File: src/rtl/wb_queue_if.sv
// Bundle of producer, regfile write-port and forwarding signals around the writeback queue.
// The queue side uses the slave modport; producers/decode/regfile use master.
interface wb_queue_if;
    logic        ld_valid;
    logic        ld_ready;
    logic [4:0]  ld_reg;
    logic [31:0] ld_data;
    logic        alu_valid;
    logic        alu_ready;
    logic [4:0]  alu_reg;
    logic [31:0] alu_data;
    logic        wb_hold;
    logic        reg_wren;
    logic [4:0]  w_reg0;
    logic [31:0] w_data;
    logic [4:0]  r_reg0;
    logic [4:0]  r_reg1;
    logic        fwd0_hit;
    logic [31:0] fwd0_data;
    logic        fwd1_hit;
    logic [31:0] fwd1_data;

    modport slave (
        input  ld_valid, ld_reg, ld_data,
        input  alu_valid, alu_reg, alu_data,
        input  wb_hold, r_reg0, r_reg1,
        output ld_ready, alu_ready,
        output reg_wren, w_reg0, w_data,
        output fwd0_hit, fwd0_data, fwd1_hit, fwd1_data
    );

    modport master (
        output ld_valid, ld_reg, ld_data,
        output alu_valid, alu_reg, alu_data,
        output wb_hold, r_reg0, r_reg1,
        input  ld_ready, alu_ready,
        input  reg_wren, w_reg0, w_data,
        input  fwd0_hit, fwd0_data, fwd1_hit, fwd1_data
    );
endinterface

File: src/rtl/wb_queue.sv
// Writeback queue: merges load and ALU results into one in-order regfile write stream
// and forwards the youngest pending value for each register read port.

module wb_queue_checker #(
    parameter int DEPTH = 4,
    parameter int AW    = 2
) (
    input logic        clk,
    input logic        reset_n,
    input logic [AW:0] count,
    input logic        reg_wren,
    input logic [4:0]  w_reg0,
    input logic [31:0] w_data,
    input logic        ld_ready,
    input logic        alu_ready
);
    localparam logic [AW:0] DEPTH_C = (AW+1)'(DEPTH);

    a_count_bound: assert property (@(posedge clk) disable iff (!reset_n)
        count <= DEPTH_C);
    a_idle_port_zero: assert property (@(posedge clk) disable iff (!reset_n)
        !reg_wren |-> (w_reg0 == 5'd0 && w_data == 32'd0));
    a_full_not_ready: assert property (@(posedge clk) disable iff (!reset_n)
        (count == DEPTH_C) |-> (!ld_ready && !alu_ready));
    a_write_needs_entry: assert property (@(posedge clk) disable iff (!reset_n)
        reg_wren |-> (count != (AW+1)'(0)));
endmodule

module wb_queue #(
    parameter int DEPTH = 4,
    parameter int AW    = 2
) (
    input logic       clk,
    input logic       reset_n,
    wb_queue_if.slave bus
);
    localparam logic [AW:0] DEPTH_C = (AW+1)'(DEPTH);
    localparam logic [AW:0] ONE_C   = (AW+1)'(1);
    localparam logic [AW:0] TWO_C   = (AW+1)'(2);

    typedef struct packed {
        logic        hit;
        logic [31:0] data;
    } fwd_t;

    logic [4:0]       reg_mem_r  [DEPTH];
    logic [31:0]      data_mem_r [DEPTH];
    logic [DEPTH-1:0] valid_r;
    logic [AW-1:0]    rd_ptr_r;
    logic [AW-1:0]    wr_ptr_r;
    logic [AW:0]      count_r;

    logic [AW:0]      free_s;
    logic             ld_ready_s;
    logic             alu_ready_s;
    logic             ld_push_s;
    logic             alu_push_s;
    logic             pop_s;
    logic [AW-1:0]    alu_slot_s;
    logic [4:0]       w_reg_s;
    logic [31:0]      w_data_s;
    fwd_t             fwd0_s;
    fwd_t             fwd1_s;

    // Walk from head to tail so the youngest matching entry overwrites older ones.
    function automatic fwd_t fwd_lookup(input logic [4:0] sel);
        fwd_t          res;
        logic [AW-1:0] idx;
        res = '0;
        for (int i = 0; i < DEPTH; i++) begin
            idx = rd_ptr_r + AW'(i);
            if (sel != 5'd0 && valid_r[idx] && reg_mem_r[idx] == sel) begin
                res.hit  = 1'b1;
                res.data = data_mem_r[idx];
            end
        end
        return res;
    endfunction

    // Readiness uses registered count only; a same-cycle pop frees nothing until next cycle.
    always_comb begin
        free_s      = DEPTH_C - count_r;
        ld_ready_s  = (free_s >= ONE_C);
        alu_ready_s = (free_s >= TWO_C) || ((free_s >= ONE_C) && !bus.ld_valid);
        ld_push_s   = bus.ld_valid && ld_ready_s && (bus.ld_reg != 5'd0);
        alu_push_s  = bus.alu_valid && alu_ready_s && (bus.alu_reg != 5'd0);
        pop_s       = (count_r != (AW+1)'(0)) && !bus.wb_hold;
        alu_slot_s  = wr_ptr_r + AW'(ld_push_s);
    end

    // Write port shows the head entry only while a write is actually issued.
    always_comb begin
        w_reg_s  = 5'd0;
        w_data_s = 32'd0;
        if (pop_s) begin
            w_reg_s  = reg_mem_r[rd_ptr_r];
            w_data_s = data_mem_r[rd_ptr_r];
        end else begin
            w_reg_s  = 5'd0;
            w_data_s = 32'd0;
        end
    end

    // Forwarding lookups for both read ports.
    always_comb begin
        fwd0_s = fwd_lookup(bus.r_reg0);
        fwd1_s = fwd_lookup(bus.r_reg1);
    end

    assign bus.ld_ready  = ld_ready_s;
    assign bus.alu_ready = alu_ready_s;
    assign bus.reg_wren  = pop_s;
    assign bus.w_reg0    = w_reg_s;
    assign bus.w_data    = w_data_s;
    assign bus.fwd0_hit  = fwd0_s.hit;
    assign bus.fwd0_data = fwd0_s.data;
    assign bus.fwd1_hit  = fwd1_s.hit;
    assign bus.fwd1_data = fwd1_s.data;

    // Queue storage and pointers; load is written ahead of a same-cycle ALU result.
    always_ff @(posedge clk or negedge reset_n) begin
        if (!reset_n) begin
            for (int i = 0; i < DEPTH; i++) begin
                reg_mem_r[i]  <= 5'd0;
                data_mem_r[i] <= 32'd0;
            end
            valid_r  <= '0;
            rd_ptr_r <= '0;
            wr_ptr_r <= '0;
            count_r  <= '0;
        end else begin
            if (pop_s) begin
                valid_r[rd_ptr_r] <= 1'b0;
                rd_ptr_r          <= rd_ptr_r + AW'(1);
            end
            if (ld_push_s) begin
                reg_mem_r[wr_ptr_r]  <= bus.ld_reg;
                data_mem_r[wr_ptr_r] <= bus.ld_data;
                valid_r[wr_ptr_r]    <= 1'b1;
            end
            if (alu_push_s) begin
                reg_mem_r[alu_slot_s]  <= bus.alu_reg;
                data_mem_r[alu_slot_s] <= bus.alu_data;
                valid_r[alu_slot_s]    <= 1'b1;
            end
            wr_ptr_r <= wr_ptr_r + AW'(ld_push_s) + AW'(alu_push_s);
            count_r  <= count_r + (AW+1)'(ld_push_s) + (AW+1)'(alu_push_s) - (AW+1)'(pop_s);
        end
    end

    wb_queue_checker #(.DEPTH(DEPTH), .AW(AW)) u_checker (
        .clk       (clk),
        .reset_n   (reset_n),
        .count     (count_r),
        .reg_wren  (pop_s),
        .w_reg0    (w_reg_s),
        .w_data    (w_data_s),
        .ld_ready  (ld_ready_s),
        .alu_ready (alu_ready_s)
    );
endmodule

File: src/flat_wrapper.sv
// flat-port wrapper written by rule: the top's interface ports become plain ports
module wb_queue_flat 
#(
    parameter int DEPTH = 4,
    parameter int AW    = 2
)
  (clk, reset_n, bus_ld_valid, bus_ld_reg, bus_ld_data, bus_alu_valid, bus_alu_reg, bus_alu_data, bus_wb_hold, bus_r_reg0, bus_r_reg1, bus_ld_ready, bus_alu_ready, bus_reg_wren, bus_w_reg0, bus_w_data, bus_fwd0_hit, bus_fwd0_data, bus_fwd1_hit, bus_fwd1_data);
  wb_queue_if bus_i ();
  input logic clk;
  input logic reset_n;
  input wire logic [$bits(bus_i.ld_valid)-1:0] bus_ld_valid;
  input wire logic [$bits(bus_i.ld_reg)-1:0] bus_ld_reg;
  input wire logic [$bits(bus_i.ld_data)-1:0] bus_ld_data;
  input wire logic [$bits(bus_i.alu_valid)-1:0] bus_alu_valid;
  input wire logic [$bits(bus_i.alu_reg)-1:0] bus_alu_reg;
  input wire logic [$bits(bus_i.alu_data)-1:0] bus_alu_data;
  input wire logic [$bits(bus_i.wb_hold)-1:0] bus_wb_hold;
  input wire logic [$bits(bus_i.r_reg0)-1:0] bus_r_reg0;
  input wire logic [$bits(bus_i.r_reg1)-1:0] bus_r_reg1;
  output wire logic [$bits(bus_i.ld_ready)-1:0] bus_ld_ready;
  output wire logic [$bits(bus_i.alu_ready)-1:0] bus_alu_ready;
  output wire logic [$bits(bus_i.reg_wren)-1:0] bus_reg_wren;
  output wire logic [$bits(bus_i.w_reg0)-1:0] bus_w_reg0;
  output wire logic [$bits(bus_i.w_data)-1:0] bus_w_data;
  output wire logic [$bits(bus_i.fwd0_hit)-1:0] bus_fwd0_hit;
  output wire logic [$bits(bus_i.fwd0_data)-1:0] bus_fwd0_data;
  output wire logic [$bits(bus_i.fwd1_hit)-1:0] bus_fwd1_hit;
  output wire logic [$bits(bus_i.fwd1_data)-1:0] bus_fwd1_data;
  assign bus_i.ld_valid = bus_ld_valid;
  assign bus_i.ld_reg = bus_ld_reg;
  assign bus_i.ld_data = bus_ld_data;
  assign bus_i.alu_valid = bus_alu_valid;
  assign bus_i.alu_reg = bus_alu_reg;
  assign bus_i.alu_data = bus_alu_data;
  assign bus_i.wb_hold = bus_wb_hold;
  assign bus_i.r_reg0 = bus_r_reg0;
  assign bus_i.r_reg1 = bus_r_reg1;
  assign bus_ld_ready = bus_i.ld_ready;
  assign bus_alu_ready = bus_i.alu_ready;
  assign bus_reg_wren = bus_i.reg_wren;
  assign bus_w_reg0 = bus_i.w_reg0;
  assign bus_w_data = bus_i.w_data;
  assign bus_fwd0_hit = bus_i.fwd0_hit;
  assign bus_fwd0_data = bus_i.fwd0_data;
  assign bus_fwd1_hit = bus_i.fwd1_hit;
  assign bus_fwd1_data = bus_i.fwd1_data;
  wb_queue #(.DEPTH(DEPTH), .AW(AW)) u_core (.clk(clk), .reset_n(reset_n), .bus(bus_i));
endmodule
File: config.mk
export PLATFORM = sky130hd
export DESIGN_NAME = wb_queue_flat
export DESIGN_NICKNAME = d
export VERILOG_FILES = /design/src/rtl/wb_queue_if.sv /design/src/rtl/wb_queue.sv /design/src/flat_wrapper.sv
export SDC_FILE = /design/constraint.sdc
export NUM_CORES = 1
export LEC_CHECK = 0
export ABC_CLOCK_PERIOD_IN_PS = 4300
export CORE_ASPECT_RATIO = 1.4
export CORE_MARGIN = 3
export CORE_UTILIZATION = 30
export DETAILED_ROUTE_END_ITERATION = 7
export GPL_ROUTABILITY_DRIVEN = 0
export HOLD_SLACK_MARGIN = 0.02
export SYNTH_ARGS = -nofsm -noshare
export SYNTH_HDL_FRONTEND = slang
export SYNTH_SLANG_ARGS = --single-unit
File: constraint.sdc
create_clock -name clk -period 4.3 [get_ports clk]
set_input_delay 0.645 -clock clk [delete_from_list [all_inputs] [get_ports clk]]
set_output_delay 0.645 -clock clk [all_outputs]
set_load 0.005 [all_outputs]
run_1/sizes.png
The bar under the picture is 50 um long.
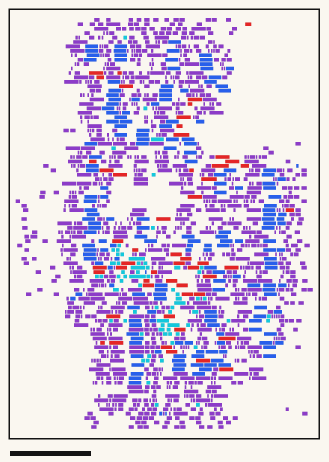
_6 and larger -> red  # cells 52
_3 and _4 cells -> cyan  # cells 67
_0 and _1 cells -> purple  # cells 1213
_2 cells -> blue  # cells 188
Area Growth Syn to Fin: 26.07%
final setup margin: -0.1290 ns
Finished Cell Area: 17860 um^2

run_1/detail.png
Region (127, 51) to (157, 81) um. Cells in grey, sequential cells in the stronger grey; small squares are vias.
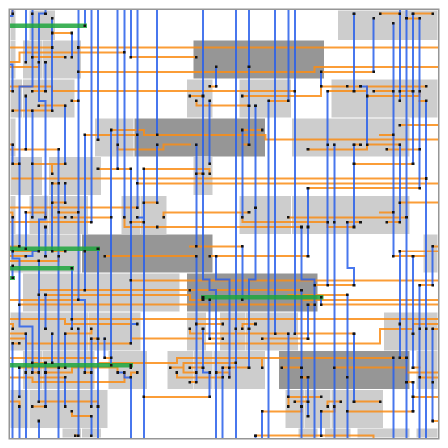
metal 3 -> green
metal 1 -> orange
metal 2 -> blue
cells with their middle in the window = 40
netlist names of flops here include = u_core.data_mem_r (5)
sequential cells in the window = 5
most frequent = mux2i_1 (9), nand2_1 (5), dfrtp_1 (5)

==> changes_impl.md, run 1 <==
### Changed

- # IOs: 195
- R2R depth: 12
- CTS Buf Count: 17
- First-pass GRT wire length: 77.17 mm
- Arr. time, crit path: 3.78 ns
- Setup tns final: -1.923 ns
- Initial antenna violation count: 3
- Routed vias: 12162
- Final-stage net count: 1609
- Failing checks: negative setup slack
- CTS tree: done
- Max-slew violation count: 0
- Top cells by area: dfrtp_1 (28%), mux4_2 (22%), mux2i_1 (15%), nand2_1 (4.7%), o221ai_1 (2.8%)
- Synth Warn #: 0
- Sw Ratio: 44.62%
- Flop pwr share: 19.5%
- Die Area: 49900 um^2
- Status: finished, violations left
- Top_reg_cell synth: dfrtp_1
- Core area: 46310 um^2
- Fin. Hold Viols: 0
- Final setup margin: -0.1290 ns
- Setup Viol. Count Final: 32
- Max VDD drop: 0.5176 mV
- FFs w/ async S/R, synth: 100.0%
- CP bufs+invs: 4
- Worst r2r dst: u_core.data_mem_r[78]
- Synth Seq Share: 28.09%
- Startpoint types: flip-flop
- Worst Hold Class: input port to asynchronous set/reset pin
- Cell Rows: 93
- Slew headroom: 35.75%
run_1/clocks.png
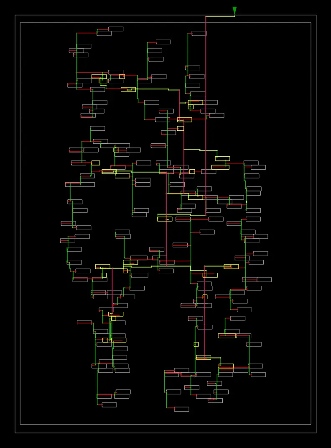
clock-net power: 0.00160 W
clock buffer count in the final layout: 19
worst-skew pair later-pin latency: 0.46 ns
clock tree sinks: 159
sequential cell count: 159

[run 1: metal layers]
metal	vias to the layer above	track usage, %
met5	-	0
met4	6	9.696
met1	6155	22.88
li1	5389	-
met3	129	3.996
met2	483	35.85
[run 1: state kept, by name (all words and copies together), names as in the netlist]
name and count:
u_core.valid_r 4, u_core.count_r 3, u_core.rd_ptr_r 2, u_core.wr_ptr_r 2, u_core.data_mem_r 128, u_core.reg_mem_r 20
[run 1: Yosys cell counts (2+ instances only)]
master and count:
mux2_2 2, o211ai_2 2, nor3b_1 32, and2_1 36, or4_1 4, nand2_1 178
nor2_1 84, o211a_1 3, fa_1 2, buf_2 39, buf_8 2, ha_1 11
o221ai_1 45, mux4_2 139, clkbuf_1 63, and3_1 2, o211ai_1 8, xor2_1 9
or3_1 6, o221ai_2 10, buf_4 8, a211o_1 5, mux4_1 11, a21oi_1 75
nor4_2 2, inv_1 36, and3b_1 3, nor3_1 7, mux2i_1 211, nand4_1 8
xnor2_1 36, nand3_1 11, buf_6 7, o21ai_0 76, dfrtp_1 159, buf_1 11
[run 1: worst register-to-register path, delay by kind of cell, from the launching register on]
family                   cells  cell delay, ns
buffers and inverters        3            0.54
AND-OR/OR-AND                2            0.23
flip-flops                   1            0.44
AND/OR/NAND/NOR              3            1.03
adder cells (fa/ha/maj)      3            0.72
XOR/XNOR                     1            0.33
[run 1: layout make-up]
cell class	instances	area [um^2]	share of cell area, %
diodes	1	2.502	0.01401
flip-flops and latches	159	3986	22.32
multi-input cells	1028	9633	53.94
repair buffers	265	2725	15.26
inverters	36	135.1	0.7566
clock buffers	19	452.9	2.536
clock inverters	13	152.6	0.8547
well taps	617	772.0	4.323
[run 1: worst max-delay path by stage]
stage,from,endpoint,cells past startpoint
finish,u_core.rd_ptr_r[0],bus_fwd1_data[10],11
detailed placement,u_core.rd_ptr_r[0],bus_fwd1_data[10],10
global placement,u_core.rd_ptr_r[0],bus_fwd1_data[10],10
global route,u_core.rd_ptr_r[0],bus_fwd1_data[2],12
CTS,u_core.rd_ptr_r[0],bus_fwd1_data[2],12
floorplan,u_core.rd_ptr_r[0],bus_fwd1_data[10],17
[run 1: through the flow]
stage	utilization, %	std cells	power [W]
floorplan	-	1354	0.01081
global placement	36.48	2090	0.01437
detailed placement	36.48	2090	0.01468
CTS	38.45	2135	0.01659
global route	38.56	2137	0.01773
finish	38.56	2138	0.01660
[run 1: power groups by stage]
stage,registers (W),clock network (W),logic [W]
6_report,0.00324,0.00160,0.0118
5_1_grt,0.00336,0.00169,0.0127
4_1_cts,0.00320,0.00163,0.0118
3_5_place_dp,0.00322,0,0.0115
3_3_place_gp,0.00313,0,0.0112
2_1_floorplan,0.00289,0,0.00792
[run 1: logic make-up (layout without fill, tap and decap cells)]
| family | Yosys count | after routing | synth area share (%) |
|---|---|---|---|
| buf+inv | 167 | 333 | 5.626 |
| simple gates | 380 | 380 | 12.60 |
| fa+ha+maj | 13 | 13 | 1.254 |
| compound gates | 227 | 227 | 10.45 |
| other cells | 0 | 1 | 0 |
| xor+xnor | 45 | 45 | 2.782 |
| mux | 363 | 363 | 39.21 |
| flops | 159 | 159 | 28.09 |
run_1/clk_routes.png
The bar under the picture is 50 um long.
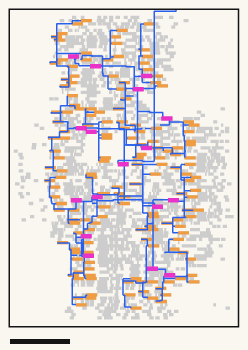

==> run 1 -> run 2 <==
ABC_CLOCK_PERIOD_IN_PS = 4900   (was 4300)
GPL_ROUTABILITY_DRIVEN = default   (was 0)
clock period = 4.9 ns   (was 4.3 ns; I/O delays follow)
run_2/clk_routes.png
The bar under the picture is 50 um long.
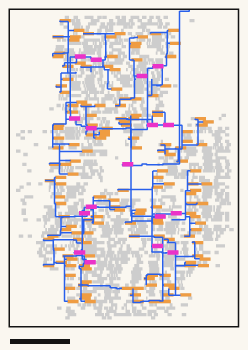
clock wires -> blue  # length 2530 um
flip-flops -> orange  # count 159
clock drivers -> magenta  # count 17
routed clock nets = 18
clock-net power: 0.00139 W
clock power share: 9.7%
Worst Skew: 0.009314 ns

run_2/flops_by_reg.png
The bar under the picture is 50 um long. Other sequential cells in the stronger grey, the rest of the logic in the fainter grey.
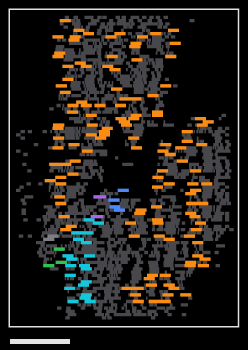
u_core.data_mem_r -> orange  # placed flops 128
u_core.reg_mem_r -> cyan  # placed flops 20
u_core.rd_ptr_r -> purple  # placed flops 2
u_core.valid_r -> blue  # placed flops 4, where middle
u_core.count_r -> green  # placed flops 3
not coloured = 2
Core Util, Final: 37.58%
register area: 3986 um^2
Seq/total area: 22.91%

==> changes_impl.md, run 2 <==
### Changed

- Simple-Gate Fraction of Synth Area: 12.59% (unchanged)
- FFs w/ async S/R, synth: 100.0% (unchanged)
- Worst r2r dst: u_core.count_r[2]
- GRT Total Usage: 20.15%
- Top_reg_cell synth: dfrtp_1
- # IOs: 195 (unchanged)
- Global Route met2 Usage: 35.49% (-0.36 points)
- Mux share: 39.21% (unchanged)
- Area Growth Syn to Fin: 22.85%
- Synth Warn #: 0 (unchanged)
- Overall power: 0.01431 W (-14%)
- Top cells by count, synth: mux2i_1 (211), nand2_1 (178), dfrtp_1 (159)
- AND-OR/OR-AND Cells, Area Fraction: 10.45% (unchanged)
- Initial antenna violation count: 3 (unchanged)
- Top cells by area: dfrtp_1 (28%), mux4_2 (22%), mux2i_1 (15%), nand2_1 (4.7%), o221ai_1 (2.8%)
- Comb area leader: multiplexers
- Worst setup path end: bus_fwd1_data[15]
- Startpoint types: flip-flop
- Arr. time, crit path: 4.06 ns (+0.28 ns)
- Drt drc: 0
- Final-stage net count: 1584 (-1.6%)
- Cell Rows: 93 (unchanged)
- Die Area: 49900 um^2 (unchanged)
- Adder share: 1.254% (unchanged)
- Most frequent cells in the layout: mux2i_1 (211), clkdlybuf4s50_1 (193), nand2_1 (177), dfrtp_1 (157), mux4_2 (139)
- Number of flip-flops in the largest register: 128 (unchanged)
- Routed vias: 11961 (-1.7%)
- Dpl cell area: 16720 um^2
- Cell taking the most area after synthesis: dfrtp_1
- Final setup margin: 0.1072 ns (+0.2362 ns)
- First-pass GRT wire length: 76.75 mm (-0.55%)
- Status: completed
- M1 GR Usage: 23.15% (+0.28 points)
- Worst Hold Class: input port to asynchronous set/reset pin
- Regs by FF count: u_core.data_mem_r x128, u_core.reg_mem_r x20, u_core.valid_r x4
- Global route hottest layer: met2
- Clock tree sinks: 159 (unchanged)
- R2R depth: 11 (-1)
- Fin. Hold Viols: 0 (unchanged)
- Max-slew violation count: 0 (unchanged)
- Max VDD drop: 0.5090 mV (-1.7%)
- Crit path from: u_core.rd_ptr_r[0]
- Synth Seq Share: 28.09% (unchanged)
- Slew headroom: 34.76% (-0.99 points)
- CP max stage delay: 0.71 ns
- Root Buffer Master: clkbuf_16
- Core area: 46310 um^2 (unchanged)
- Setup Viol. Count Final: 0 (-100%)
- Reg with most FFs: u_core.data_mem_r
run_2/clocks.png
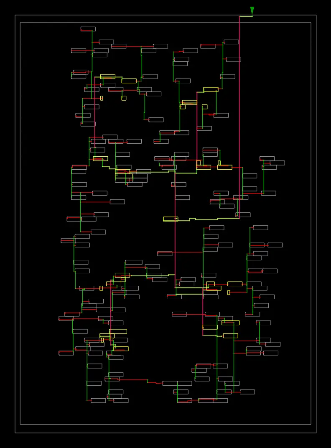
clock buffer count in the final layout: 22
worst-skew pair later-pin latency: 0.45 ns
CTS Buf Count: 17

-- run 2: netlist changes by cell type in the layout (fill, tap and decap cells not counted), moves of 3 or more --
cell / change
clkbuf_1: +4
clkdlybuf4s50_1: +32
mux2i_1: +3
o221ai_1: +18
inv_6: -3
buf_4: -13
dlygate4sd2_1: -28
mux4_1: +3
buf_12: -8
o221ai_2: -18
mux4_2: -3
-- run 2: cell families after synthesis --
logic type,after synthesis
AOI/OAI and AO/OA,227
adders and majority gates,13
and+or+nand+nor,380
muxes,363
DFF,159
xor gates and xnor gates,45
buffers and inverters,167
-- run 2: worst min path at each step --
stage                       endpoint  slack (ns)
3_3_place_gp       u_core.valid_r[2]        0.55
6_report       u_core.data_mem_r[80]        0.35
3_5_place_dp       u_core.valid_r[2]        0.56
4_1_cts        u_core.data_mem_r[80]        0.37
2_1_floorplan      u_core.count_r[0]        0.44
5_1_grt        u_core.data_mem_r[80]        0.41
-- run 2: final cells by class --
cell class / instances / area (um^2) / area share (%)
clock buffers: 22 / 454.2 / 2.610
well taps: 617 / 772.0 / 4.436
flip-flops and latches: 159 / 3986 / 22.91
repair buffers: 239 / 2396 / 13.77
diodes: 2 / 5.005 / 0.02876
multi-input cells: 1029 / 9519 / 54.70
clock inverters: 9 / 135.1 / 0.7765
inverters: 36 / 135.1 / 0.7765
-- run 2: per-layer routing --
layer / vias up / routed length [um]
li1: 5340 / -
met1: 6037 / 19220
met2: 463 / 26680
met3: 119 / 2684
met4: 2 / 2492
met5: - / 8
-- run 2: through the flow --
step                      hold slack, ns   TNS (ns)  cells
after global placement            0.5507          0   2074
after floorplan                   0.4394          0   1354
after CTS                         0.3746          0   2105
after global routing              0.4107  -0.009422   2111
final                             0.3524          0   2113
after detailed placement          0.5580          0   2074
-- run 2: critical path, delay by kind of cell, from the launching register on --
family,cells,cell delay (ns)
buffers and inverters,3,1.24
muxes,1,0.71
AOI/OAI and AO/OA,1,0.38
DFF,1,0.40
and+or+nand+nor,3,0.67
xor gates and xnor gates,1,0.19
-- run 2: report_power, final --
part / internal [W] / leakage, nW / switching, W / total, W
clock: 0.000813 / 0.277 / 0.000577 / 0.00139
combinational: 0.00508 / 4.35 / 0.00499 / 0.0101
sequential: 0.00202 / 1.86 / 0.000829 / 0.00285
total: 0.00792 / 6.49 / 0.00640 / 0.0143
-- run 2: what timing repair did --
action	in CTS	in global routing
pin swaps	0	2
setup endpoints to repair	10	26
buffers inserted	0	5
gates resized	2	8
cloned	0	1
run_2/sizes.png
The bar under the picture is 50 um long.
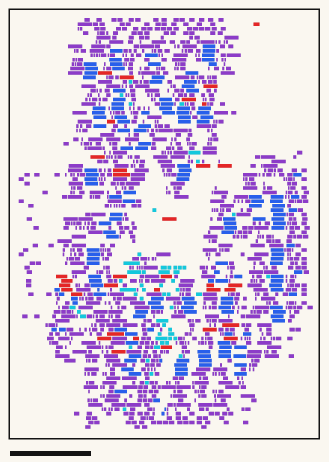

==> run 2 -> run 3 <==
ABC_CLOCK_PERIOD_IN_PS = 4420   (was 4900)
PLACE_DENSITY_LB_ADDON = 0.05   (was default)
clock period = 4.42 ns   (was 4.9 ns; I/O delays follow)
run_3/sizes.png
The bar under the picture is 50 um long.
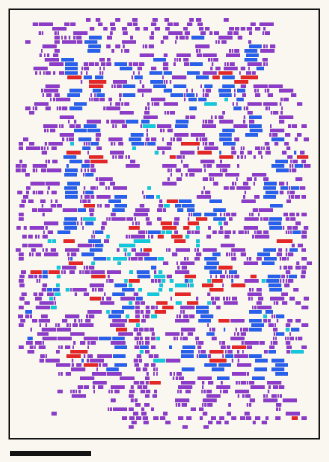
_6 and larger -> red  # cells 58
_3 and _4 cells -> cyan  # cells 66
_2 cells -> blue  # cells 209
_0 and _1 cells -> purple  # cells 1195
Finished Cell Area: 18190 um^2
Non-CTS buffers: 273
Area Growth Syn to Fin: 28.43%

run_3/detail.png
Region (127, 51) to (157, 81) um. Cells in grey, sequential cells in the stronger grey; small squares are vias.
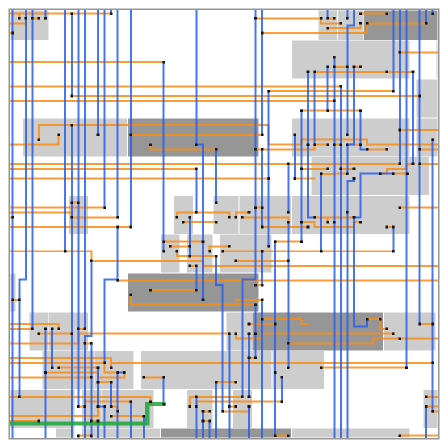
metal 3 -> green
metal 1 -> orange
metal 2 -> blue
sequential cells in the window = 4
most frequent = mux2i_1 (6)
cells with their middle in the window = 33
netlist names of flops here include = u_core.data_mem_r (4)

run_3/clk_routes.png
The bar under the picture is 50 um long.
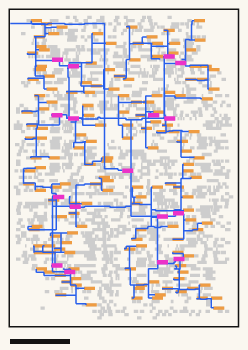
clock wires -> blue  # length 2840 um
flip-flops -> orange  # count 159
clock drivers -> magenta  # count 17
flops lie = all over the die
routed clock nets = 18
clock power share: 10.1%
worst-skew pair later-pin latency: 0.46 ns
clock-net power: 0.00167 W
Worst Skew: 0.01013 ns

==> changes_impl.md, run 3 <==
### Changed

- Fin. Hold Viols: 0 (unchanged)
- Die Area: 49900 um^2 (unchanged)
- CTS Buf Count: 17 (unchanged)
- Synth Warn #: 0 (unchanged)
- Regs by FF count: u_core.data_mem_r x128, u_core.reg_mem_r x20, u_core.valid_r x4
- Floorplan-stage core utilization: 30.59%
- Vias per Instance: 5.551
- Post-route non-filler standard cell count: 2148 (+1.7%)
- Final setup margin: 0.1006 ns (-0.006562 ns)
- Setup Viol. Count Final: 0 (unchanged)
- Slew headroom: 28.39% (-6.4 points)
- Top cells by area: dfrtp_1 (28%), mux4_2 (22%), mux2i_1 (15%), nand2_1 (4.7%), o221ai_1 (2.8%)
- FFs w/ async S/R, synth: 100.0% (unchanged)
- First-pass GRT wire length: 81.16 mm (+5.7%)
- Cell Rows: 93 (unchanged)
- R2R depth: 12 (+1)
- Status: completed
- Drt drc: 0 (unchanged)
- Max VDD drop: 0.7903 mV (+55%)
- Place WS: 0.1898 ns
- Routed vias: 11923 (-0.32%)
- Placed cell count: 2083 (+0.43%)
- Root Buffer Master: clkbuf_16
- Hpwl dp: 35.22 mm
- Final-stage net count: 1617 (+2.1%)
- Largest net degree at the start of global routing: 131
- Number of flip-flops in the largest register: 128 (unchanged)
- Cell taking the most area after synthesis: dfrtp_1
- Max-slew violation count: 0 (unchanged)
- Clock tree sinks: 159 (unchanged)
- Worst Hold Class: input port to asynchronous set/reset pin
- Synth Seq Share: 28.09% (unchanged)
- GRT Total Usage: 21.62% (+1.5 points)
- Arr. time, crit path: 3.66 ns (-0.40 ns)
- Reg with most FFs: u_core.data_mem_r
- Initial antenna violation count: 4 (+1)
- Core area: 46310 um^2 (unchanged)
- Startpoint types: flip-flop
- Hold slack final: 0.1871 ns (-0.1653 ns)
- Top cells by count, synth: mux2i_1 (211), nand2_1 (178), dfrtp_1 (159)
- # IOs: 195 (unchanged)
- Top_reg_cell synth: dfrtp_1
- Most frequent cells in the layout: mux2i_1 (200), nand2_1 (177), dfrtp_1 (157), mux4_2 (142), clkdlybuf4s50_1 (132)
- RSZ-0062 raised after global routing: yes
[run 3: logic make-up (layout without fill, tap and decap cells)]
kind of cell | Yosys count | count (layout) | synth area share [%]
multiplexers | 363 | 363 | 39.21
flip-flops | 159 | 159 | 28.09
AND/OR/NAND/NOR | 380 | 380 | 12.60
AND-OR/OR-AND | 227 | 227 | 10.45
other | 0 | 3 | 0
buffers and inverters | 167 | 341 | 5.626
XOR/XNOR | 45 | 45 | 2.782
adder cells (fa/ha/maj) | 13 | 13 | 1.254
[run 3: timing repair]
action / in CTS / in global routing
resized: 110 / 30
endpoints found under the setup margin: 66 / 23
gates cloned: 2 / 1
endpoints found under the hold margin: 0 / 0
pin swaps: 10 / 6
buffers inserted: 12 / 15
[run 3: worst max-delay path, stage by stage, from the launching register on]
cell and delay, ns:
dfrtp_4 0.42, inv_2 0.06, ha_4 0.33, buf_12 0.12, buf_12 0.09, mux4_2 0.53
xnor2_2 0.18, nand4_1 0.16, nor2_4 0.16, buf_12 0.15, o211ai_4 0.14, buf_12 0.19
o221ai_2 0.13, clkdlybuf4s50_1 0.53
[run 3: cell type report]
type | count | area, um^2
clock inverter | 12 | 190.2
clock buffer | 20 | 446.7
antenna | 3 | 7.507
timing repair buffer | 273 | 2888
tap | 617 | 772.0
sequential | 159 | 3986
fill | 4607 | 28120
multi-input combinational | 1028 | 9768
inverter | 36 | 135.1
[run 3: metrics by stage]
stage	TNS [ns]	total power, W	util, %	instance area (um^2)
after floorplan	0	0.01051	-	14190
after global placement	0	0.01438	36.42	16870
after detailed placement	0	0.01449	36.42	16870
after CTS	-0.2706	0.01653	38.69	17920
after global routing	-0.4600	0.01784	39.29	18190
final	0	0.01664	39.29	18190
[run 3: metal layers]
metal  GRT usage (%)  wire length, um  vias to the layer above
met4           6.457             1108                        0
met1           27.31            22260                     6145
met3           2.837             2283                       55
met5               0                0                        -
li1                -                -                     5404
met2           38.37            28330                      319
[run 3: worst paths after layout]
kind | from | slack (ns) | end
worst max register to register | u_core.count_r[0] | 1.01 | u_core.data_mem_r[72]
worst min register to register | u_core.valid_r[0] | 0.58 | u_core.valid_r[0]
min in group clk | u_core.valid_r[0] | 0.58 | u_core.valid_r[0]
worst min-delay path | reset_n | 0.19 | u_core.data_mem_r[57]
max in group asynchronous | reset_n | 3.14 | u_core.rd_ptr_r[1]
worst max-delay path | u_core.rd_ptr_r[0] | 0.10 | bus_fwd0_data[28]
[run 3: power breakdown]
group	internal, W	total [W]	leakage, nW	switching [W]
Combinational	0.00598	0.0118	5.03	0.00582
Clock	0.00101	0.00167	0.310	0.000662
Sequential	0.00224	0.00316	1.86	0.000923
Total	0.00923	0.0166	7.20	0.00741
Power is estimated from default activity; no workload was simulated.
